File: config.mk
export PLATFORM = sky130hd
export DESIGN_NAME = dp_ram_fifo_ctrl
export DESIGN_NICKNAME = d
export VERILOG_FILES = /design/src/rtl/dp_ram_fifo_ctrl.sv
export SDC_FILE = /design/constraint.sdc
export NUM_CORES = 1
export LEC_CHECK = 0
export CORE_AREA = 2 2 53 55
export DETAILED_ROUTE_END_ITERATION = 8
export DIE_AREA = 0 0 55 57
export HOLD_SLACK_MARGIN = 0.1
export PLACE_DENSITY = 0.75
export SLEW_MARGIN = 20
export SYNTH_ARGS = -nofsm -noshare
export SYNTH_HDL_FRONTEND = slang
export SYNTH_SLANG_ARGS = --single-unit
File: constraint.sdc
create_clock -name clk -period 2.7 [get_ports clk]
set_clock_uncertainty 0.2 [all_clocks]
set_input_delay 0.27 -clock clk [delete_from_list [all_inputs] [get_ports clk]]
set_output_delay 0.27 -clock clk [all_outputs]
set_load 0.005 [all_outputs]
File: src/rtl/dp_ram_fifo_ctrl.sv
// dp_ram_fifo_ctrl: valid/ready circular-buffer FIFO controller driving an external dual-port RAM
// (async read port, sync write port); pointers carry an extra wrap bit to tell full from empty.
module dp_ram_fifo_ctrl #(
  parameter int DATA_WIDTH = 8,
  parameter int FIFO_DEPTH = 8,
  parameter int BASE_ADDR = 0,
  parameter int AF_THRESH = 6,
  localparam int ADDR_WIDTH = $clog2(FIFO_DEPTH),
  localparam int RAM_AW = ADDR_WIDTH + $clog2(BASE_ADDR + 1) + 1
) (
  input  logic                  clk,
  input  logic                  n_rst,
  input  logic                  i_flush,
  input  logic                  i_push_valid,
  input  logic [DATA_WIDTH-1:0] i_push_data,
  output logic                  o_push_ready,
  output logic                  o_pop_valid,
  output logic [DATA_WIDTH-1:0] o_pop_data,
  input  logic                  i_pop_ready,
  output logic [ADDR_WIDTH:0]   o_count,
  output logic                  o_full,
  output logic                  o_empty,
  output logic                  o_almost_full,
  output logic                  ram_wr_en,
  output logic [RAM_AW-1:0]     ram_wr_addr,
  output logic [DATA_WIDTH-1:0] ram_data_in,
  output logic                  ram_rd_en,
  output logic [RAM_AW-1:0]     ram_rd_addr,
  input  logic [DATA_WIDTH-1:0] ram_data_out
);
  localparam logic [ADDR_WIDTH:0] AF_C = (ADDR_WIDTH + 1)'(AF_THRESH);
  localparam logic [RAM_AW-1:0] BASE_C = RAM_AW'(BASE_ADDR);
  logic [ADDR_WIDTH:0] wr_ptr_q, wr_ptr_d, rd_ptr_q, rd_ptr_d, count_q, count_d;
  logic push_fire, pop_fire;
  assign o_empty = wr_ptr_q == rd_ptr_q;
  assign o_full = (wr_ptr_q[ADDR_WIDTH-1:0] == rd_ptr_q[ADDR_WIDTH-1:0]) &&
                  (wr_ptr_q[ADDR_WIDTH] != rd_ptr_q[ADDR_WIDTH]);
  assign o_almost_full = count_q >= AF_C;
  assign o_count = count_q;
  assign o_push_ready = !o_full;
  assign o_pop_valid = !o_empty;
  assign ram_rd_en = !o_empty;
  assign push_fire = i_push_valid & o_push_ready;
  assign pop_fire = o_pop_valid & i_pop_ready;
  // write strobe is qualified so the RAM never captures during reset or flush
  assign ram_wr_en = push_fire & n_rst & !i_flush;
  assign ram_wr_addr = BASE_C + RAM_AW'(wr_ptr_q[ADDR_WIDTH-1:0]);
  assign ram_rd_addr = BASE_C + RAM_AW'(rd_ptr_q[ADDR_WIDTH-1:0]);
  assign ram_data_in = i_push_data;
  assign o_pop_data = o_empty ? '0 : ram_data_out;
  always_comb begin
    wr_ptr_d = i_flush ? '0 : wr_ptr_q + (ADDR_WIDTH + 1)'(push_fire);
    rd_ptr_d = i_flush ? '0 : rd_ptr_q + (ADDR_WIDTH + 1)'(pop_fire);
    count_d = i_flush ? '0 : count_q + (ADDR_WIDTH + 1)'(push_fire) - (ADDR_WIDTH + 1)'(pop_fire);
  end
  always_ff @(posedge clk) begin
    if (!n_rst) begin
      wr_ptr_q <= '0;
      rd_ptr_q <= '0;
      count_q <= '0;
    end else begin
      wr_ptr_q <= wr_ptr_d;
      rd_ptr_q <= rd_ptr_d;
      count_q <= count_d;
    end
  end
endmodule

Fig. 1: run 1, wire density map
Bar = 20 µm. 11 x 11 tiles, from dark blue (low) to red (high), scaled to the fullest tile. Values are wire area over tile area, all layers added.
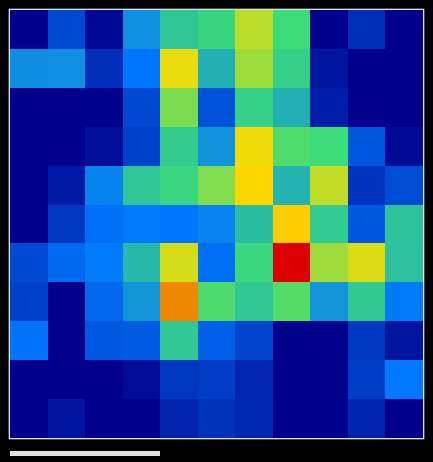
nearly empty tiles = 25%
tiles over half the peak = 16%
emptiest ninth of the die = lower left
via count: 639
GRT Total Usage: 12.27%
Avg WL per Cell: 11.79 µm
drt total wl: 1.757 mm

Fig. 2: run 1, gate families picked out
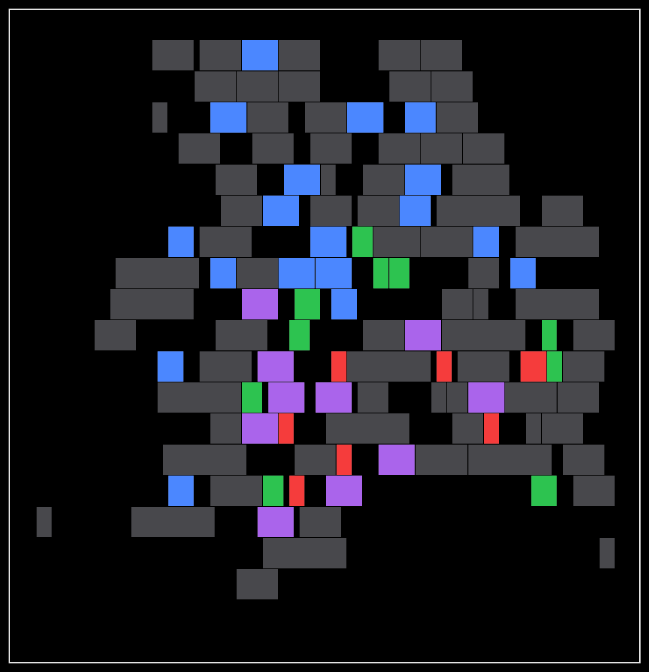
purple -> XOR/XNOR gates  # cells 10, where centre
blue -> AND and OR gates  # cells 18
green -> NAND gates  # cells 10
red -> NOR gates  # cells 7
most numerous logic cell after layout: clkdlybuf4s50_1
non-filler instance count after layout: 149

==> flow_metrics.py, run 1 <==
# Auto-generated metrics
metrics = {
    "placed_design": {
        "port_buffers": 37,
        "gp_congestion": 0.6849,
        "place_area_um2": 1130,
    },
    "detailed_routing": {
        "drtPass1Iterations": 2,
        "drc": 0,
        "drtIter0Drc": 6,
        "ant_nets": 0,
    },
    "power_and_ir_drop": {
        "power.density_nw_per_um2": 377.5,
        "leakagePower_nw": 0.4923,
        "peakVddDrop_v": 0.0002408,
    },
    "setup_path": {
        "r2r-end": "o_count[2]",
        "r2r_start": "rd_ptr_q[2]",
        "crit_family": "simple AND/OR/NAND/NOR gates",
        "startpoint": "rd_ptr_q[2]",
        "rrSetupSlack_ns": 0.30,
        "slowest_delay_ns": 0.45,
        "arrival_ns": 1.95,
        "cp_max_fo": 14,
        "required_ns": 2.23,
        "worst-path-buf-inv": 1,
        "end_kind": "primary output",
        "path_cells": "xnor2_1 -> nand3_1 -> or2_4 -> and2_2 -> clkdlybuf4s50_1",
    },
    "yosys": {
        "synth_area_um2": 848.3,
        "syn_inst": 93,
        "edf_count": 0,
        "yosys_cells": 93,
        "yosys_area_um2": 848.3,
        "async_flop_share_pct": 0,
        "yosysWarnings": 0,
        "ff_type": "dfxtp_1",
        "ys_seq_share_pct": 28.32,
        "avgSynthCellArea_um2": 9.122,
        "ys_types": 23,
        "yosys.area.top_type": "dfxtp_1",
    },
    "clock_tree": {
        "cts.clk_slew.worst_paths_ns": 0.08,
        "cts-root-buf": "clkbuf_4",
        "htreeDepth": 1,
        "cts_resized": 0,
        "postCtsSetupBuffers": 0,
        "clock-sinks": 12,
        "cts_made_buffers": 3,
        "clockBufferDepth": 2,
        "cts_tree": "yes",
    },
    "hold_path": {
        "hold_end": "rd_ptr_q[3]",
        "holdCritPathClass": "reg2reg",
        "whs_path_depth": 2,
        "hp-start": "rd_ptr_q[3]",
    },
    "timing": {
        "max_clock_freq_mhz": 413.7,
        "final_max_slew_viol_count": 0,
        "rsz0062_at_grt": "false",
        "setup_tns_ns": 0,
        "min_period_ns": 2.417,
        "hold_viol_final": 0,
        "setup_violations": 0,
        "fin_crit_sh_pct": 89.52,
    },
    "layout": {
        "n_antenna_cell": 0,
        "area_growth_pct": 37.46,
    },
    "floorplan": {
        "die_y_um": 57,
        "rows": 19,
        "die_w_um": 55,
        "core_um2": 2615,
        "fp_util_pct": 32.44,
    },
    "grt": {
        "grt_max_degree": 15,
        "grt_pass1_wl_mm": 2.863,
        "antenna_found_initial": 0,
    },
    "run": {
        "drv_cap": 0,
    },
    "outcome": {
        "outcome": "finished, final reports clean",
    },
}
Fig. 3: run 1, placement by cell class
Bar = 20 µm.
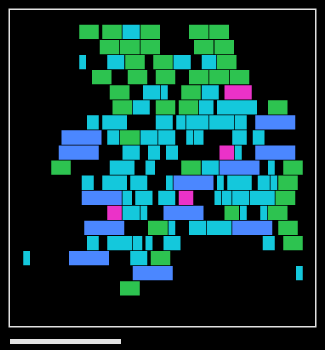
green -> other buffers and delay cells  # cells 38, share of their area 34%
blue -> flops  # cells 12, share of their area 21%
cyan -> combinational and other logic  # cells 64, share of their area 42%
magenta -> clock drivers and dummy loads  # cells 4, share of their area 3.2%

-- run 1: area by class of cell --
cell class | count | area [µm²]
repair buffers | 38 | 377.9
well taps | 31 | 38.79
inverters | 5 | 18.77
clock buffers | 4 | 36.28
multi-input cells | 59 | 454.2
fillers | 260 | 1449
flip-flops and latches | 12 | 240.2
-- run 1: per-stage QoR --
step / setup WS [ns] / util, % / cells / hold WS [ns] / power, mW
after floorplan: 0.4839 / - / 94 / 0.2981 / 0.2572
after global placement: 0.3588 / 43.21 / 145 / 0.3136 / 0.2989
after detailed placement: 0.2914 / 43.21 / 145 / 0.3252 / 0.3015
after CTS: 0.2487 / 44.59 / 149 / 0.3400 / 0.4467
after global routing: 0.1208 / 44.59 / 149 / 0.3400 / 0.4655
final: 0.2830 / 44.59 / 149 / 0.3347 / 0.4403
-- run 1: worst min-delay path, cell delays in order (launching register included) --
cell	delay (ns)
dfxtp_1	0.36
xor2_1	0.08
nor2_1	0.07
-- run 1: where the power goes --
part           total [mW]  switching, mW  internal [mW]
combinational       0.110         0.0383         0.0721
sequential          0.186        0.00398          0.182
clock               0.144         0.0618         0.0820
total               0.440          0.104          0.336
-- run 1: cell usage in the layout (no fill, tap or decap) --
master / count
nand4_1: 1
xnor2_1: 6
conb_1: 2
xor2_1: 4
fa_1: 1
a21o_1: 1
nand2b_1: 1
buf_4: 1
and2_4: 8
clkbuf_4: 3
nand3_1: 5
ha_1: 8
nor2b_1: 1
a21oi_1: 1
nor2_1: 6
and3_1: 1
or2_4: 1
inv_1: 5
nand2_1: 3
o221a_2: 1
clkbuf_8: 1
and2_1: 6
dfxtp_1: 12
clkdlybuf4s50_1: 37
and2_2: 2
-- run 1: how the worst max path moves through the flow --
| stage | endpoint | slack [ns] | depth (start not counted) |
|---|---|---|---|
| after global routing | o_count[3] | 0.12 | 9 |
| after CTS | o_pop_data[7] | 0.25 | 5 |
| final | o_pop_data[7] | 0.28 | 5 |
| after detailed placement | o_count[2] | 0.29 | 8 |
| after floorplan | o_count[2] | 0.48 | 8 |
| after global placement | o_count[2] | 0.36 | 8 |
-- run 1: layer usage --
layer,vias up,share of wire [%],track usage [%]
li1,326,-,-
met1,297,37,13.54
met2,16,57,21.77
met3,0,6.1,4.974
met4,0,0,2.091
met5,-,0,0
-- run 1: cells by family (layout without fill, tap and decap cells) --
logic type               after synthesis  after routing  share of synthesized area (%)
AND-OR/OR-AND                          3              3                          2.802
adder cells (fa/ha/maj)                9              9                          14.16
other                                  1              2                         0.4421
buffers and inverters                 23             47                          18.58
AND/OR/NAND/NOR                       35             35                          25.37
flip-flops                            12             12                          28.32
XOR/XNOR                              10             10                          10.32
-- run 1: registers in the layout (all words and copies together), names as in the netlist --
| signal | cells |
|---|---|
| wr_ptr_q | 4 |
| o_count | 4 |
| rd_ptr_q | 4 |
==> inputs of run 2 (changes only) <==
- CAP_MARGIN: unset -> 20
- CELL_PAD_IN_SITES_DETAIL_PLACEMENT: unset -> 0
- CELL_PAD_IN_SITES_GLOBAL_PLACEMENT: unset -> 1
- CORE_AREA: 2 2 53 55 -> 2 2 63 65
- DIE_AREA: 0 0 55 57 -> 0 0 65 67
- PLACE_DENSITY: 0.75 -> unset
- PLACE_DENSITY_LB_ADDON: unset -> 0.1
Fig. 4: run 2, routing congestion
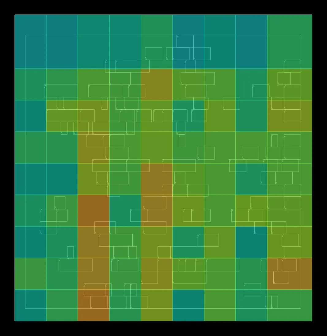
met3 Use GR: 3.547%
GR Util met2: 15.46%

Fig. 5: run 2, placement by cell class
Bar = 20 µm.
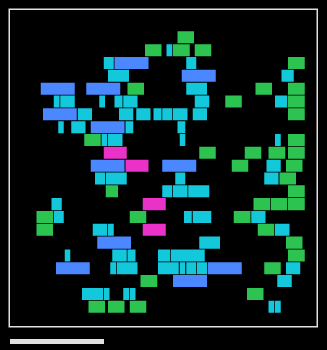
magenta -> clock drivers and dummy loads  # cells 4, share of their area 4.8%
green -> other buffers and delay cells  # cells 38, share of their area 33%
blue -> flops  # cells 12, share of their area 21%
cyan -> combinational and other logic  # cells 64, share of their area 41%
fin util: 33.45%
Core Footprint: 3606 µm²

==> flow_metrics.py, run 2 <==
# Auto-generated metrics
metrics = {
    "yosys": {
        "yosys_area_um2": 848.3,
        "async_flop_share_pct": 0,
        "synth_area_um2": 848.3,
        "synthDominantCellAreaShare_pct": 28.32,
        "ys_types": 23,
        "ys_seq_share_pct": 28.32,
        "yosys.area.top_type": "dfxtp_1",
        "synth_flops": 12,
        "ff_type": "dfxtp_1",
        "yosys_cells": 93,
        "avgSynthCellArea_um2": 9.122,
        "area_leaders": "dfxtp_1, buf_4, ha_1, and2_4, xnor2_1",
        "most_common_cell": "buf_4",
        "edf_count": 0,
        "synthTopCellsByCount": "buf_4, dfxtp_1, and2_4, ha_1",
        "syn_inst": 93,
        "yosysWarnings": 0,
    },
    "clock_tree": {
        "cts_resized": 0,
        "postCtsSetupBuffers": 0,
        "htreeDepth": 1,
        "cts_tree": "yes",
        "cts_made_buffers": 3,
        "clockBufferDepth": 2,
        "clkLatencyLatePin_ns": 0.24,
        "ctsHoldBuffers": 0,
        "cts-root-buf": "clkbuf_8",
        "cts.clk_slew.worst_paths_ns": 0.05,
        "clock-sinks": 12,
    },
    "layout": {
        "drive_gt1_share_pct": 14.41,
        "lay_top_count": "clkdlybuf4s50_1",
        "comb_area_um2": 454.2,
        "ff_latch_area_um2": 240.2,
        "n_antenna_cell": 0,
        "final_cell_mix": "clkdlybuf4s50_1, dfxtp_1, and2_4, ha_1",
        "num-fill-cells": 388,
        "area_growth_pct": 42.18,
        "fin_nets": 149,
    },
    "outcome": {
        "outcome": "finished, final reports clean",
    },
    "timing": {
        "rsz0062_at_grt": "false",
        "hold_viol_final": 0,
        "fin_crit_sh_pct": 90.35,
        "setup_tns_ns": 0,
        "min_period_ns": 2.440,
        "setup_violations": 0,
        "max_clock_freq_mhz": 409.9,
        "worst_slack_ns": 0.2605,
        "final_max_slew_viol_count": 0,
    },
    "run": {
        "warnings": 26,
        "drv_cap": 0,
    },
    "power_and_ir_drop": {
        "peakVddDrop_v": 0.0001189,
        "leakagePower_nw": 0.5000,
        "power.density_nw_per_um2": 407.5,
    },
    "floorplan": {
        "rows": 22,
        "fp_util_pct": 23.53,
        "die_y_um": 67,
        "num_io_pins": 56,
        "chip_area_um2": 4355,
        "die_w_um": 65,
    },
    "setup_path": {
        "worstSetupPathType": "reg2reg",
        "required_ns": 2.62,
        "arrival_ns": 2.36,
        "cp_max_fo": 14,
        "start_kind": "register",
        "end_kind": "register",
    },
    "grt": {
        "antenna_found_initial": 0,
        "grt_max_degree": 15,
        "grt.overflow.total": 0,
        "grt_usage_pct": 9.529,
        "grt_pass1_vias": 647,
        "grt_pass1_wl_mm": 3.029,
    },
    "placed_design": {
        "port_buffers": 37,
        "gp_congestion": 0.6457,
        "dp_hpwl_mm": 1.548,
        "post-place-ws_ns": 0.2673,
    },
    "detailed_routing": {
        "wire_per_inst_um": 11.04,
        "drc": 0,
        "wl_mm": 1.832,
        "vias_per_cell": 3.873,
        "drtPass1Iterations": 4,
        "ant_nets": 0,
        "drtIter0Drc": 18,
        "num_vias": 643,
    },
    "hold_path": {
        "holdCritPathClass": "reg2reg",
    },
}
==> run 2: kinds of logic (layout without fill, tap and decap cells) <==
family	Yosys count	in the layout	synth area share [%]
flip-flops	12	12	28.32
AND-OR/OR-AND	3	3	2.802
buffers and inverters	23	47	18.58
other	1	2	0.4421
XOR/XNOR	10	10	10.32
adder cells (fa/ha/maj)	9	9	14.16
AND/OR/NAND/NOR	35	35	25.37
==> run 2: power breakdown <==
part           leakage (nW)  total (mW)  switching (mW)  internal [mW]
clock                0.0288       0.195          0.0662          0.129
combinational         0.374       0.110          0.0381         0.0719
sequential           0.0972       0.187         0.00405          0.183
==> run 2: path summary, 6_finish.rpt <==
path,startpoint,endpoint,slack (ns),cells past startpoint
setup / recovery,wr_ptr_q[2],o_count[2],0.26,8
hold / removal,rd_ptr_q[3],rd_ptr_q[3],0.33,2
setup reg to reg,wr_ptr_q[2],o_count[2],0.26,8
hold reg to reg,rd_ptr_q[3],rd_ptr_q[3],0.33,2
==> run 2: routing by layer <==
metal  vias to the layer above  share of wire (%)  wire length [µm]  track usage, %
met3                         6                 11               198           3.547
met2                        36                 45               826           15.46
met5                         -                  0                 0               0
met4                         0                1.9                35           5.851
met1                       276                 42               772           10.55
li1                        325                  -                 -               -
==> run 2: critical path, stage by stage (launching register included) <==
cell	delay [ns]
dfxtp_1	0.39
xnor2_1	0.16
nand3_1	0.14
or2_4	0.32
o221a_2	0.28
ha_1	0.20
fa_1	0.39
xnor2_1	0.17
nor2_1	0.05
==> run 2: area by class of cell <==
class                   instances  area share [%]
flip-flops and latches         12           19.92
inverters                       5           1.556
clock buffers                   4           4.564
multi-input cells              59           37.66
well taps                      48           4.979
repair buffers                 38           31.33
==> run 2: per-stage QoR <==
step	std cells	area (µm²)	hold slack (ns)	total power, mW
global route	166	1206	0.3400	0.5298
finish	166	1206	0.3322	0.4916
global placement	162	1151	0.3183	0.3032
detailed placement	162	1151	0.3219	0.3029
CTS	166	1206	0.3377	0.5022
floorplan	94	852.1	0.2981	0.2572
Power is estimated from default activity; no workload was simulated.
